**Run 1: the clock network**

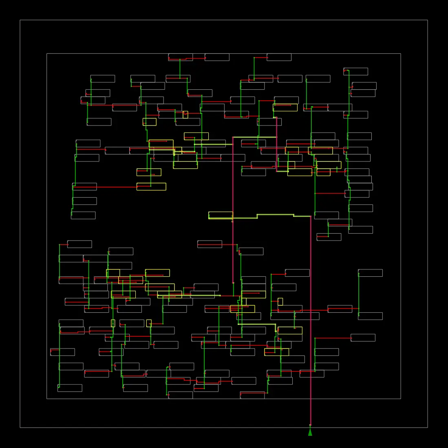
**Run 1: M4 wires**

Bar = 50 um.
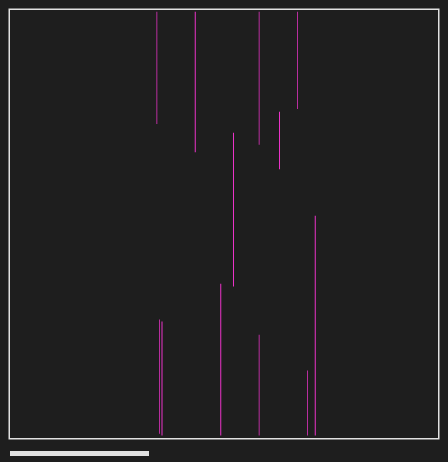
**Run 1: pin placement**

Pins as bars across the die edge, other pins in grey.
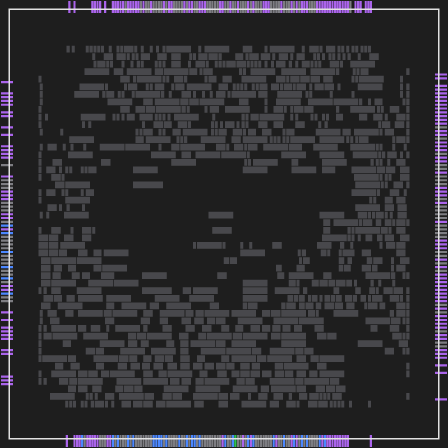
==> src/rtl/scmi_mbox_pkg.sv <==
// scmi_mbox_pkg: FSM states, mailbox register offsets and default AXI-lite channel structs
package scmi_mbox_pkg;
  typedef enum logic [3:0] {
    IDLE, WR_LEN, WR_HDR, WR_PLD, WR_DB, WAIT_IRQ, RD_HDR, RD_PLD, CLR_CMP, RESP
  } scmi_state_e;
  localparam logic [7:0] SCMI_OFS_LENGTH     = 8'h14;
  localparam logic [7:0] SCMI_OFS_HDR        = 8'h18;
  localparam logic [7:0] SCMI_OFS_PAYLOAD    = 8'h1C;
  localparam logic [7:0] SCMI_OFS_DOORBELL   = 8'h20;
  localparam logic [7:0] SCMI_OFS_COMPLETION = 8'h24;
  localparam logic [1:0] AXI_RESP_OKAY       = 2'b00;
  // Address fields are carried at the widest supported width; unused upper bits stay zero
  typedef struct packed {
    logic [63:0] aw_addr;
    logic [2:0]  aw_prot;
    logic        aw_valid;
    logic [31:0] w_data;
    logic [3:0]  w_strb;
    logic        w_valid;
    logic        b_ready;
    logic [63:0] ar_addr;
    logic [2:0]  ar_prot;
    logic        ar_valid;
    logic        r_ready;
  } mbox_axi_req_t;
  typedef struct packed {
    logic        aw_ready;
    logic        w_ready;
    logic [1:0]  b_resp;
    logic        b_valid;
    logic        ar_ready;
    logic [31:0] r_data;
    logic [1:0]  r_resp;
    logic        r_valid;
  } mbox_axi_rsp_t;
  function automatic logic [63:0] mbox_addr(logic [63:0] base, logic [7:0] ofs, int unsigned aw);
    logic [63:0] mask;
    mask = (aw >= 64) ? '1 : ((64'd1 << aw) - 64'd1);
    return (base + 64'(ofs)) & mask;
  endfunction
endpackage

==> src/rtl/axi_lite_single_mgr.sv <==
// axi_lite_single_mgr: one AXI-lite beat while start is held; done marks the B/R handshake cycle
module axi_lite_single_mgr
  import scmi_mbox_pkg::*;
#(
  parameter type axi_lite_req_t  = mbox_axi_req_t,
  parameter type axi_lite_resp_t = mbox_axi_rsp_t
) (
  input  logic           clk_i,
  input  logic           rst_i,
  input  logic           start,
  input  logic           write,
  input  logic [63:0]    addr,
  input  logic [31:0]    wdata,
  output logic           done,
  output logic [31:0]    rdata,
  output logic           err,
  output axi_lite_req_t  axi_req_o,
  input  axi_lite_resp_t axi_rsp_i
);
  logic aw_done, w_done, ar_done;
  always_comb begin
    axi_req_o          = '0;
    axi_req_o.aw_addr  = addr;
    axi_req_o.aw_valid = start && write && !aw_done;
    axi_req_o.w_data   = wdata;
    axi_req_o.w_strb   = 4'hF;
    axi_req_o.w_valid  = start && write && !w_done;
    axi_req_o.b_ready  = start && write;
    axi_req_o.ar_addr  = addr;
    axi_req_o.ar_valid = start && !write && !ar_done;
    axi_req_o.r_ready  = start && !write && ar_done;
  end
  assign done  = (axi_req_o.b_ready && axi_rsp_i.b_valid) || (axi_req_o.r_ready && axi_rsp_i.r_valid);
  assign rdata = axi_rsp_i.r_data;
  assign err   = done && ((write ? axi_rsp_i.b_resp : axi_rsp_i.r_resp) != AXI_RESP_OKAY);
  // Per-channel accept flags let AW and W retire independently; cleared when the beat completes
  always_ff @(posedge clk_i or posedge rst_i)
    if (rst_i) begin
      aw_done <= 1'b0;
      w_done  <= 1'b0;
      ar_done <= 1'b0;
    end else if (done) begin
      aw_done <= 1'b0;
      w_done  <= 1'b0;
      ar_done <= 1'b0;
    end else begin
      aw_done <= aw_done || (axi_req_o.aw_valid && axi_rsp_i.aw_ready);
      w_done  <= w_done || (axi_req_o.w_valid && axi_rsp_i.w_ready);
      ar_done <= ar_done || (axi_req_o.ar_valid && axi_rsp_i.ar_ready);
    end
endmodule

==> src/rtl/scmi_mbox_initiator.sv <==
// scmi_mbox_initiator: sends one SCMI message through a mailbox window and returns the reply
module scmi_mbox_initiator
  import scmi_mbox_pkg::*;
#(
  parameter int unsigned AXI_ADDR_WIDTH = 64,
  parameter logic [63:0] MBOX_BASE      = '0,
  parameter int unsigned TIMEOUT_CYCLES = 0,
  parameter type         axi_lite_req_t  = mbox_axi_req_t,
  parameter type         axi_lite_resp_t = mbox_axi_rsp_t
) (
  input  logic           clk_i,
  input  logic           rst_i,
  input  logic           req_valid_i,
  output logic           req_ready_o,
  input  logic [31:0]    req_hdr_i,
  input  logic [31:0]    req_payload_i,
  output logic           rsp_valid_o,
  input  logic           rsp_ready_i,
  output logic [31:0]    rsp_hdr_o,
  output logic [31:0]    rsp_payload_o,
  output logic           rsp_err_o,
  output logic           rsp_timeout_o,
  input  logic           irq_completion_i,
  output axi_lite_req_t  axi_req_o,
  input  axi_lite_resp_t axi_rsp_i,
  output logic           busy_o
);
  localparam int unsigned CW = TIMEOUT_CYCLES > 1 ? $clog2(TIMEOUT_CYCLES) : 1;
  localparam logic [CW-1:0] CNT_LAST = CW'(TIMEOUT_CYCLES > 0 ? TIMEOUT_CYCLES - 1 : 0);
  scmi_state_e   state, state_n;
  logic [31:0]   hdr_q, pld_q, rsp_hdr_q, rsp_pld_q;
  logic          err_q, to_q;
  logic [CW-1:0] cnt;
  logic [7:0]    ofs;
  logic [31:0]   wdata, rdata;
  logic          start, write, done, err, expire;
  always_comb begin
    ofs   = SCMI_OFS_LENGTH;
    wdata = 32'd8;
    case (state)
      WR_HDR:  begin ofs = SCMI_OFS_HDR;        wdata = hdr_q; end
      WR_PLD:  begin ofs = SCMI_OFS_PAYLOAD;    wdata = pld_q; end
      WR_DB:   begin ofs = SCMI_OFS_DOORBELL;   wdata = 32'd1; end
      RD_HDR:  begin ofs = SCMI_OFS_HDR;        wdata = '0;    end
      RD_PLD:  begin ofs = SCMI_OFS_PAYLOAD;    wdata = '0;    end
      CLR_CMP: begin ofs = SCMI_OFS_COMPLETION; wdata = '0;    end
      default: ;
    endcase
  end
  assign start  = !(state inside {IDLE, WAIT_IRQ, RESP});
  assign write  = !(state inside {RD_HDR, RD_PLD});
  assign expire = (TIMEOUT_CYCLES != 0) && (cnt == CNT_LAST);
  axi_lite_single_mgr #(
    .axi_lite_req_t (axi_lite_req_t),
    .axi_lite_resp_t(axi_lite_resp_t)
  ) u_mgr (
    .clk_i    (clk_i),
    .rst_i    (rst_i),
    .start    (start),
    .write    (write),
    .addr     (mbox_addr(MBOX_BASE, ofs, AXI_ADDR_WIDTH)),
    .wdata    (wdata),
    .done     (done),
    .rdata    (rdata),
    .err      (err),
    .axi_req_o(axi_req_o),
    .axi_rsp_i(axi_rsp_i)
  );
  always_comb begin
    state_n = state;
    case (state)
      IDLE:     state_n = req_valid_i ? WR_LEN : IDLE;
      WR_LEN:   state_n = done ? WR_HDR : WR_LEN;
      WR_HDR:   state_n = done ? WR_PLD : WR_HDR;
      WR_PLD:   state_n = done ? WR_DB : WR_PLD;
      WR_DB:    state_n = done ? WAIT_IRQ : WR_DB;
      WAIT_IRQ: state_n = irq_completion_i ? RD_HDR : expire ? CLR_CMP : WAIT_IRQ;
      RD_HDR:   state_n = done ? RD_PLD : RD_HDR;
      RD_PLD:   state_n = done ? CLR_CMP : RD_PLD;
      CLR_CMP:  state_n = done ? RESP : CLR_CMP;
      RESP:     state_n = rsp_ready_i ? IDLE : RESP;
      default:  state_n = IDLE;
    endcase
  end
  always_ff @(posedge clk_i or posedge rst_i)
    if (rst_i) begin
      state     <= IDLE;
      hdr_q     <= '0;
      pld_q     <= '0;
      rsp_hdr_q <= '0;
      rsp_pld_q <= '0;
      err_q     <= 1'b0;
      to_q      <= 1'b0;
      cnt       <= '0;
    end else begin
      state <= state_n;
      cnt   <= (state == WAIT_IRQ) ? cnt + 1'b1 : '0;
      if (state == IDLE && req_valid_i) begin
        hdr_q     <= req_hdr_i;
        pld_q     <= req_payload_i;
        rsp_hdr_q <= '0;
        rsp_pld_q <= '0;
        err_q     <= 1'b0;
        to_q      <= 1'b0;
      end
      if (err) err_q <= 1'b1;
      if (done && state == RD_HDR) rsp_hdr_q <= rdata;
      if (done && state == RD_PLD) rsp_pld_q <= rdata;
      // A completion irq arriving on the expiry cycle wins over the timeout
      if (state == WAIT_IRQ && !irq_completion_i && expire) to_q <= 1'b1;
    end
  assign req_ready_o   = (state == IDLE) && !rst_i;
  assign busy_o        = state != IDLE;
  assign rsp_valid_o   = state == RESP;
  assign rsp_hdr_o     = rsp_hdr_q;
  assign rsp_payload_o = rsp_pld_q;
  assign rsp_err_o     = err_q;
  assign rsp_timeout_o = to_q;
endmodule

==> config.mk <==
export PLATFORM = sky130hd
export DESIGN_NAME = scmi_mbox_initiator
export DESIGN_NICKNAME = d
export VERILOG_FILES = /design/src/rtl/scmi_mbox_pkg.sv /design/src/rtl/axi_lite_single_mgr.sv /design/src/rtl/scmi_mbox_initiator.sv
export SDC_FILE = /design/constraint.sdc
export NUM_CORES = 1
export LEC_CHECK = 0
export CAP_MARGIN = 15
export CORE_MARGIN = 10
export CORE_UTILIZATION = 40
export CTS_BUF_LIST = sky130_fd_sc_hd__clkbuf_8 sky130_fd_sc_hd__clkbuf_16
export DETAILED_ROUTE_END_ITERATION = 10
export PLACE_DENSITY = 0.8
export SLEW_MARGIN = 0
export SYNTH_ARGS = -nofsm -noshare
export SYNTH_HDL_FRONTEND = slang
export SYNTH_HIERARCHICAL = 1
export SYNTH_SLANG_ARGS = --single-unit
==> constraint.sdc <==
create_clock -name clk_i -period 4.4 [get_ports clk_i]
set_input_delay 0.44 -clock clk_i [delete_from_list [all_inputs] [get_ports clk_i]]
set_output_delay 0.44 -clock clk_i [all_outputs]
set_load 0.005 [all_outputs]
==> impl_metrics.csv, run 1 <==
group,metric,value,unit
synth,top_cells_by_area,"dfrtp_1 47%, buf_4 21%, a22o_1 11%",
synth,yosysTopAreaCell,"dfrtp_1",
die,core,0.01748,mm^2
synth,xor_share,0.3651,%
synth,yosysTopAreaCellShare,47.29,%
synth,ys_area,0.007197,mm^2
setup_path,critPathCaptureType,"primary output",
layout,logic_gates,484,
layout,comb_area,0.002462,mm^2
status,status,"finished, final reports clean",
global_route,grt_pass1_vias,5451,
layout,lay_top_count,"clkdlybuf4s50_1",
cts,clk_path_buf_depth,2,
pwr,p_sw_share,32.57,%
die,tap_cells,225,
cts,cts_tree,"done",
synth,ys_sh_aoi,13.46,%
global_route,antenna_found_initial,0,
synth,synth-seq-cells,136,
synth,mux_share,0.1391,%
die,io_pins,354,
layout,nNetsFinal,987,
setup_path,r2r_slack,1.43,ns
cts,cts_root_buffer,"clkbuf_16",
pwr,ir_drop,370.2,uV
job,warning_count,26,
drt,drc,0,
layout,num_antenna_cells,0,
place,gp_congestion,0.7793,
synth,top_cells_by_count,"203 x buf_4, 196 x nand2_1, 136 x dfrtp_1, 94 x a22o_1, 17 x buf_2",
drt,wl_per_cell,17.89,um
pwr,intPower,0.004049,W
die,rows,48,
drt,met2_length,10440,um
setup_path,path_cells,"nor4b_2 -> buf_4 -> a22o_1 -> clkdlybuf4s50_1",
cts,cts_num_sinks,136,
layout,final-clk-cell-share,6.409,%
global_route,use_met3,5.105,%
pwr,finalPower,0.006005,W
global_route,track_usage,16.11,%
pwr,p_switching,0.001956,W
drt,drt_iter0_drc,281,
global_route,use_met1,17.97,%
global_route,grt_pass1_wl,30930,um
global_route,grt_max_degree,73,
job,drv_cap,0,
global_route,grt-busiest-layer,"met2",
timing,rsz0062_at_grt,"no",
place,dp_hpwl,14750,um
layout,drive_gt1_share,5.518,%
layout,buf_share,25.41,%
pwr,p_comb,0.00246,W
setup_path,worstPathRequired,3.96,ns
layout,flop_area,0.003403,mm^2
pwr,power_frac_clock,23.2,%
layout,final_cell_mix,"222 x clkdlybuf4s50_1, 195 x nand2_1, 136 x dfrtp_1",
cts,insertion_delay,0.41,ns
synth,top_logic_kind,"buffers and inverters",
drt,highest_layer,"met4",
setup_path,worstSetupEndpoint,"axi_req_o[105]",
pwr,p_leak,4.432,nW
setup_path,ff2ff_path_depth,11,
synth,yosysMostFrequentCell,"buf_4",
synth,synthFlopType,"dfrtp_1",
drt,viasPerCell,4.552,
synth,ys_sh_simple,13.26,%
synth,edf_count,0,
timing,max-slew-margin-rel,47.52,%
worst_hold_path,min_path_type,"primary input to asynchronous set/reset pin",
timing,finalSetupTns,0,ns
pwr,p_seq,0.00215,W
die,core_util_floorplan,41.18,%
drt,met1_length,7604,um
timing,fmax,334.1,MHz
drt,met3_length,1349,um
die,die_area,0.02376,mm^2
setup_path,slowest_stage,"dfrtp_1",
setup_path,max_stage_delay,0.68,ns
cts,cts_resized,0,
synth,synth_cells,741,
layout,nFillCells,1573,
synth,synth_cell_type_count,39,
synth,postSynthAreaPerCell,9.712,um^2
layout,inverters,7,
setup_path,crit_fanout,30,
timing,fin_skew,0.008133,ns
cts,clk_pin_slew,0.06,ns
timing,report.final.slew_viol_count,0,
global_route,met2_usage,28.10,%
synth,yosysCellCount,741,
synth,yosysWarnings,6,
layout,syn_to_final_growth,25.87,%
setup_path,critPathKind,"flop to primary output",
drt,dr.pass1.iters,6,
setup_path,start_kind,"flop",
setup_path,cp-startpoint,"state[1]$_DFF_PP0_",
layout,layout.non_clock_buffers,231,
setup_path,reg2reg_to,"rsp_payload_o[10]$_DFFE_PP0P_",
timing,tightest_slew,0.7873,ns
place,port-buffer-count,222,
layout,sh_seq_area,37.57,%
cts,numCtsBuffers,17,
timing,finalSetupViolations,0,
pwr,top_power_group,"combinational logic",
synth,adder_share,0,%
pwr,p_comb_share,41.0,%
setup_path,r2r-start,"state[0]$_DFF_PP0_",
global_route,gr-total-overflow,0,
setup_path,arrival,2.55,ns
layout,dominant_cells,"sequential cells",
About 'the clock network':
final-layout clock buffer total: 21
FFs & Latches: 136
clock-net power: 0.00140 W

About 'M4 wires':
The layer holds 2.6% of the routed length. The wires run mostly vertical. The layer carries 522 um of wire. 11 nets have wire on it.
final wirelength: 19910 um
Vias: 5066

About 'pin placement':
rsp_payload_o: shown in blue, pins 32, direction output, edge 26 south, 6 west. rsp_valid_o: shown in green, pins 1, direction output, edge south. axi_req_o: shown in purple, pins 175, direction output, edge 62 north, 52 east, 33 west, 28 south.
All pins by edge: 110 south, 107 north, 78 east, 59 west.

-- run 1: through the flow --
step	hold WS (ns)	area (um^2)	worst slack (ns)	cells	utilization [%]
after detailed placement	0.4624	8478	1.408	1083	48.51
after global placement	0.4572	8478	1.581	1083	48.51
after CTS	0.3236	9059	1.387	1113	51.83
after floorplan	0.1936	7677	0.4056	869	-
final	0.3341	9059	1.407	1113	51.83
after global routing	0.3368	9059	1.156	1113	51.83
-- run 1: sequential cells by signal (all words and copies together) (netlist names) --
signal         flops
rsp_hdr_o         32
state              4
u_mgr/w_done       1
rsp_payload_o     32
hdr_q             32
rsp_err_o          1
u_mgr/aw_done      1
u_mgr/ar_done      1
pld_q             32
-- run 1: critical path: cells and delay by family (launching register included) --
kind	cells	cell delay (ns)
compound gates	1	0.21
buf+inv	2	0.95
flops	1	0.68
simple gates	1	0.29
**Run 1: cells by drive strength**

Bar = 50 um.
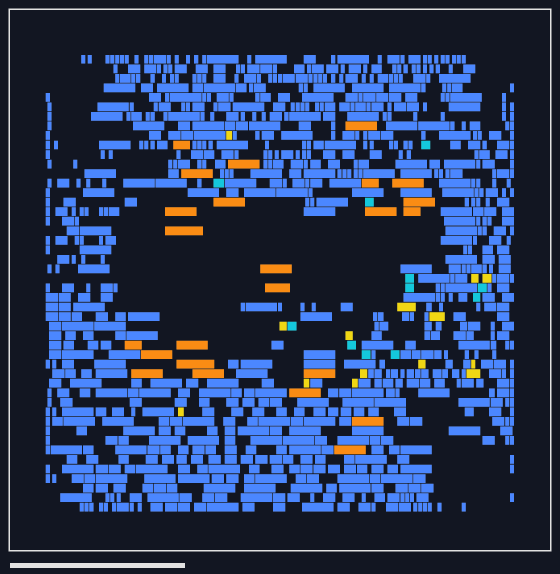

==> inputs of run 2 (changes only) <==
--- a/config.mk
+++ b/config.mk
@@ -7,10 +7,10 @@
 export LEC_CHECK = 0
 export CAP_MARGIN = 15
 export CORE_MARGIN = 10
-export CORE_UTILIZATION = 40
+export CORE_UTILIZATION = 37
 export CTS_BUF_LIST = sky130_fd_sc_hd__clkbuf_8 sky130_fd_sc_hd__clkbuf_16
 export DETAILED_ROUTE_END_ITERATION = 10
-export PLACE_DENSITY = 0.8
+export PLACE_DENSITY = 0.77
 export SLEW_MARGIN = 0
 export SYNTH_ARGS = -nofsm -noshare
 export SYNTH_HDL_FRONTEND = slang
==> constraint.sdc (replaced) <==
create_clock -name clk_i -period 2.7 [get_ports clk_i]
set_input_delay 0.27 -clock clk_i [delete_from_list [all_inputs] [get_ports clk_i]]
set_output_delay 0.27 -clock clk_i [all_outputs]
set_load 0.005 [all_outputs]
**Run 2: cells by drive strength**

Bar = 50 um.
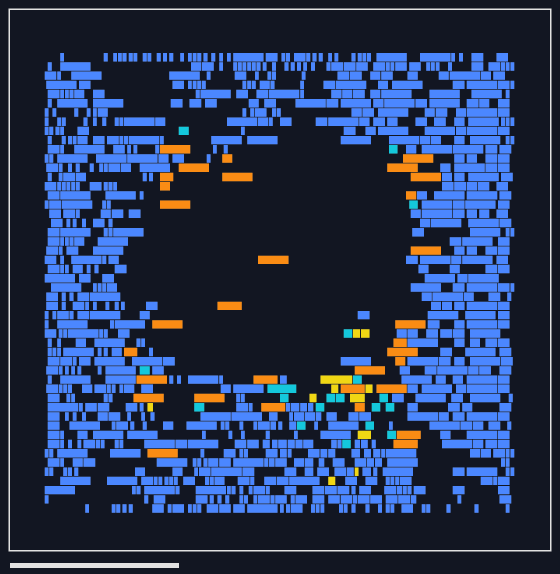
_3 and _4 cells: shown in cyan, cells 19, share 2.1%. _0 and _1 cells: shown in blue, cells 837, share 93%. _6 and larger: shown in orange, cells 32, share 3.6%. _2 cells: shown in yellow, cells 11, share 1.2%.
Setup WS post-layout: 0.09420 ns
non-clock buffer count: 240

**Run 2: M4 wires**

Bar = 50 um.
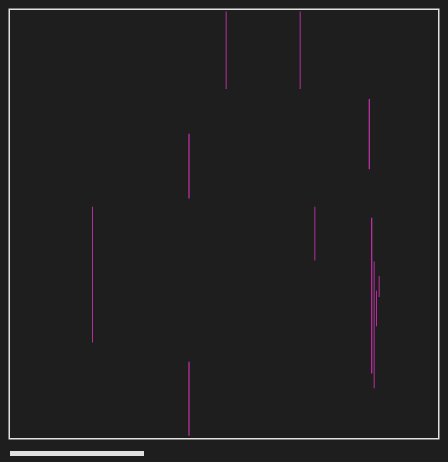
The layer holds 1.7% of the routed length. The wires run mostly vertical. The layer carries 329 um of wire. 10 nets have wire on it. The longest straight run is 57.8 um.
final wirelength: 19540 um
Vias: 5097

==> run 2 against run 1 <==
  * Synthesized cell count unchanged
  * Count of clock-buffer cells in the layout fell by 4
  * Global-route usage shrank 1.5 points
  * Critical endpoint is now axi_req_o[84]
  * Largest power group unchanged
  * Highest routed layer unchanged
==> impl_metrics.csv, run 2 <==
group,metric,value,unit
setup_path,critPathKind,"flop to primary output",
synth,yosysTopAreaCell,"dfrtp_1",
pwr,finalPower,0.009839,W
cts,numCtsBuffers,17,
timing,finalSetupTns,0,ns
setup_path,r2r-start,"state[0]$_DFF_PP0_",
global_route,track_usage,14.64,%
drt,met1_length,7835,um
layout,logic_gates,484,
synth,yosysCellCount,741,
layout,nFillCells,1767,
timing,fin_skew,0.01047,ns
synth,ys_area,0.007197,mm^2
pwr,p_seq,0.00341,W
pwr,top_power_group,"combinational logic",
layout,final_cell_mix,"222 x clkdlybuf4s50_1, 195 x nand2_1, 135 x dfrtp_1",
cts,clk_path_buf_depth,2,
timing,hold_slack,0.1546,ns
die,core_util_floorplan,38.09,%
cts,cts_tree,"done",
drt,drt_iter0_drc,224,
drt,dr.pass1.iters,4,
die,core,0.01889,mm^2
setup_path,crit_fanout,19,
synth,postSynthAreaPerCell,9.712,um^2
layout,stdcell_count,1159,
pwr,p_sw_share,33.69,%
timing,max-slew-margin-rel,52.76,%
timing,fmax,383.8,MHz
synth,synth-seq-cells,136,
timing,finalSetupViolations,0,
pwr,p_switching,0.003315,W
job,warning_count,26,
drt,viasPerCell,4.398,
setup_path,path_cells,"buf_4 -> nor4b_4 -> buf_4 -> clkbuf_16 -> a22o_1 -> clkdlybuf4s50_1",
pwr,p_leak,4.479,nW
timing,rsz0062_at_grt,"no",
setup_path,worstPathRequired,2.43,ns
synth,top_logic_kind,"buffers and inverters",
layout,inverters,7,
layout,final_core_util,48.89,%
global_route,grt_max_degree,77,
synth,ys_sh_simple,13.26,%
drt,met3_length,2092,um
synth,ys_sh_aoi,13.46,%
cts,clk_pin_slew,0.06,ns
global_route,grt_pass1_vias,5323,
pwr,p_comb_share,43.0,%
setup_path,r2r_slack,0.38,ns
setup_path,ff2ff_path_depth,10,
global_route,grt-busiest-layer,"met2",
global_route,antenna_found_initial,0,
pwr,p_clk,0.00219,W
setup_path,arrival,2.34,ns
pwr,intPower,0.006524,W
layout,flop_area,0.003405,mm^2
synth,yosysWarnings,6,
place,dpl_cell_area,0.008611,mm^2
cts,cts_root_buffer,"clkbuf_16",
setup_path,critPathBufInv,4,
setup_path,slowest_stage,"clkdlybuf4s50_1",
layout,comb_area,0.002471,mm^2
drt,highest_layer,"met4",
place,port-buffer-count,222,
place,dp_slack,0.4014,ns
synth,edf_count,0,
layout,num_antenna_cells,0,
die,rows,50,
synth,adder_share,0,%
synth,synthFlopType,"dfrtp_1",
synth,synth_cells,741,
status,status,"finished, final reports clean",
layout,sh_seq_area,36.85,%
layout,ff_count,136,
layout,final-clk-cell-share,6.027,%
setup_path,start_kind,"flop",
worst_hold_path,min_path_type,"primary input to asynchronous set/reset pin",
global_route,use_met3,7.436,%
global_route,gr-total-overflow,0,
die,die_area,0.02543,mm^2
synth,yosysTopAreaCellShare,47.29,%
layout,n_clock_buffer,17,
synth,yosysMostFrequentCell,"buf_4",
pwr,power_frac_clock,22.3,%
setup_path,max_stage_delay,0.53,ns
==> run 2: cell counts after synthesis <==
No cell type changed its count.
==> run 2: how the worst max path moves through the flow <==
stage,depth (start not counted),end,slack (ns),startpoint
floorplan,12,rsp_hdr_o[0]$_DFFE_PP0P_,0.39,state[0]$_DFF_PP0_
global placement,6,axi_req_o[91],0.42,state[3]$_DFF_PP0_
detailed placement,10,rsp_hdr_o[8]$_DFFE_PP0P_,0.40,state[0]$_DFF_PP0_
CTS,6,axi_req_o[91],0.05,state[3]$_DFF_PP0_
global route,6,axi_req_o[88],0.0007,state[2]$_DFF_PP0_
finish,6,axi_req_o[84],0.09,state[0]$_DFF_PP0_
**Run 2: pin placement**

Pins as bars across the die edge, other pins in grey.
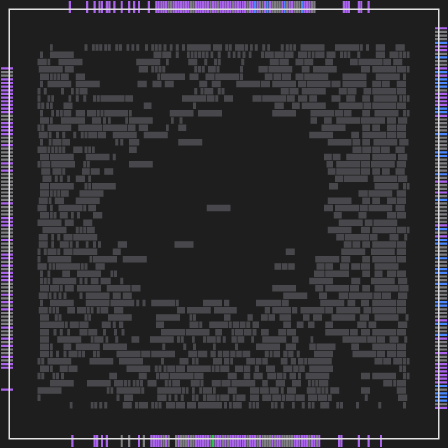

==> inputs of run 3 (changes only) <==
--- a/config.mk
+++ b/config.mk
@@ -5,12 +5,13 @@
 export SDC_FILE = /design/constraint.sdc
 export NUM_CORES = 1
 export LEC_CHECK = 0
-export CAP_MARGIN = 15
+export CAP_MARGIN = 20
 export CORE_MARGIN = 10
 export CORE_UTILIZATION = 37
 export CTS_BUF_LIST = sky130_fd_sc_hd__clkbuf_8 sky130_fd_sc_hd__clkbuf_16
 export DETAILED_ROUTE_END_ITERATION = 10
 export PLACE_DENSITY = 0.77
+export SETUP_SLACK_MARGIN = 0.05
 export SLEW_MARGIN = 0
 export SYNTH_ARGS = -nofsm -noshare
 export SYNTH_HDL_FRONTEND = slang
**Run 3: pin placement**

Pins as bars across the die edge, other pins in grey.
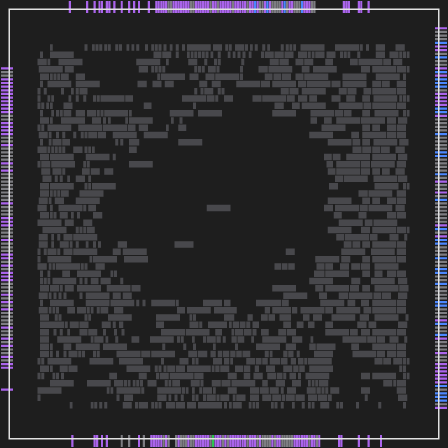
rsp_payload_o: shown in blue, pins 32, direction output, edge 28 east, 4 north. axi_req_o: shown in purple, pins 175, direction output, edge 60 north, 52 south, 39 west, 24 east. rsp_valid_o: shown in green, pins 1, direction output, edge south.
All pins by edge: 105 east, 84 west, 84 north, 81 south.
Die H: 159.5 um
Port Buffers: 222
die width: 159.5 um

==> run 3 against run 2 <==
  * Die size did not move
  * Global-route usage did not move
  * Highest routed layer unchanged
  * Cell count barely moved
  * Via count fell by 0.31%
  * Clock skew barely moved
  * Total power rose by 0.78%
  * Sequential cell count did not move
  * Combinational power rose by 2%
  * Fmax rose by 1.8%
==> impl_metrics.csv, run 3 <==
group,metric,value,unit
pwr,ir_drop,396.1,uV
die,die_area,0.02543,mm^2
setup_path,start_kind,"flop",
synth,yosysTopAreaCellShare,47.29,%
drt,drt_iter0_drc,224,
cts,cts_root_buffer,"clkbuf_16",
global_route,grt_max_degree,77,
timing,finalSetupTns,0,ns
place,placed_cells,1123,
setup_path,ff2ff_path_depth,9,
setup_path,cp-startpoint,"state[0]$_DFF_PP0_",
pwr,power.density,1069,mW/mm^2
setup_path,r2r-start,"state[3]$_DFF_PP0_",
setup_path,reg2reg_to,"rsp_hdr_o[18]$_DFFE_PP0P_",
cts,ctsHoldBuffers,0,
synth,synthArstFlopShare,100.0,%
layout,final_core_util,49.09,%
layout,final_cell_mix,"222 x clkdlybuf4s50_1, 195 x nand2_1, 135 x dfrtp_1",
global_route,track_usage,14.64,%
cts,insertion_delay,0.41,ns
timing,fmax,390.7,MHz
drt,wl_per_cell,17.06,um
synth,synth-seq-cells,136,
setup_path,cp.depth,6,
layout,nFillCells,1764,
setup_path,slowest_stage,"clkdlybuf4s50_1",
place,dp_slack,0.4014,ns
setup_path,r2r_slack,0.41,ns
pwr,p_comb_share,43.4,%
pwr,finalPower,0.009916,W
status,status,"finished, final reports clean",
setup_path,arrival,2.29,ns
timing,finalSetupViolations,0,
global_route,grt_pass1_vias,5323,
die,core,0.01889,mm^2
layout,lay_top_count,"clkdlybuf4s50_1",
pwr,intPower,0.006575,W
drt,wl,19790,um
place,dpl_cell_area,0.008611,mm^2
global_route,antenna_found_initial,0,
die,rows,50,
timing,worst_slack,0.1407,ns
cts,clk_pin_slew,0.06,ns
cts,clk_path_buf_depth,2,
global_route,grt-busiest-layer,"met2",
pwr,p_switching,0.003341,W
setup_path,crit_fanout,19,
setup_path,path_cells,"buf_6 -> nor4b_4 -> buf_4 -> clkbuf_16 -> a22o_1 -> clkdlybuf4s50_1",
pwr,p_sw_share,33.69,%
synth,yosysMostFrequentCell,"buf_4",
synth,synthFlopType,"dfrtp_1",
setup_path,critPathKind,"flop to primary output",
layout,comb_area,0.002476,mm^2
timing,rsz0062_at_grt,"yes",
drt,num_vias,5081,
synth,yosysTopAreaCell,"dfrtp_1",
synth,synth_cells,741,
synth,edf_count,0,
worst_hold_path,min_path_type,"primary input to asynchronous set/reset pin",
cts,numCtsBuffers,17,
setup_path,worstSetupEndpoint,"axi_req_o[84]",
setup_path,max_stage_delay,0.53,ns
job,warning_count,27,
drt,viasPerCell,4.380,
synth,postSynthAreaPerCell,9.712,um^2
synth,ys_area,0.007197,mm^2
synth,yosysWarnings,6,
die,core_util_floorplan,38.09,%
drt,dr.pass1.iters,4,
layout,flop_area,0.003405,mm^2
timing,period_minus_slack,2.559,ns
place,dp_hpwl,14530,um
timing,hold_slack,0.1542,ns
setup_path,worstPathRequired,2.43,ns
synth,yosysCellCount,741,
setup_path,critPathBufInv,4,
global_route,use_met3,7.436,%
synth,syn-cell-area,0.007197,mm^2
layout,stdcell_count,1160,
layout,num_antenna_cells,0,
cts,cts_tree,"done",
pwr,p_seq,0.00342,W
pwr,top_power_group,"combinational logic",
global_route,gr-total-overflow,0,
pwr,p_leak,4.491,nW
timing,hold_violations,0,
timing,max-slew-margin-rel,53.01,%
**Run 3: clock network drawn from the DEF**

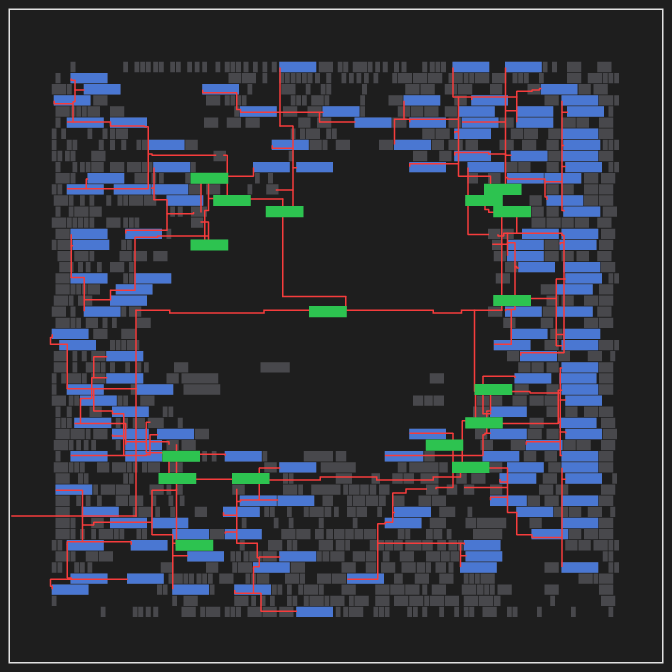
clock drivers: shown in green, count 17. flip-flops: shown in blue, count 136. clock wires: shown in red, length 1870 um.
There are 18 routed clock nets.
Clock power frac: 22.1%
Setup Skew: 0.01007 ns
clock-net power: 0.00219 W

==> run 3: cell counts after synthesis <==
No cell type changed its count.
==> run 3: cell families (layout without fill, tap and decap cells) <==
kind of cell    after synthesis  in the layout  share of synthesized area, %
compound gates              115            115                         13.46
xor+xnor                      3              3                        0.3652
buf+inv                     249            280                         25.33
flops                       136            136                         47.29
mux                           1              1                        0.1391
other cells                   3            131                        0.1565
simple gates                234            234                         13.27
==> run 3: per-layer routing <==
metal	vias to the layer above	routed length (um)
met4	0	308
met3	20	2239
li1	2420	-
met2	243	9438
met5	-	0
met1	2398	7800
==> run 3: final cells by class <==
cell class / count / area share [%]
clock inverters: 15 / 1.416
well taps: 260 / 3.507
multi-input cells: 484 / 26.70
flip-flops and latches: 136 / 36.71
inverters: 7 / 0.3238
clock buffers: 17 / 4.587
repair buffers: 241 / 26.76
No activity file was given, so power comes from the tool's default toggle rates.
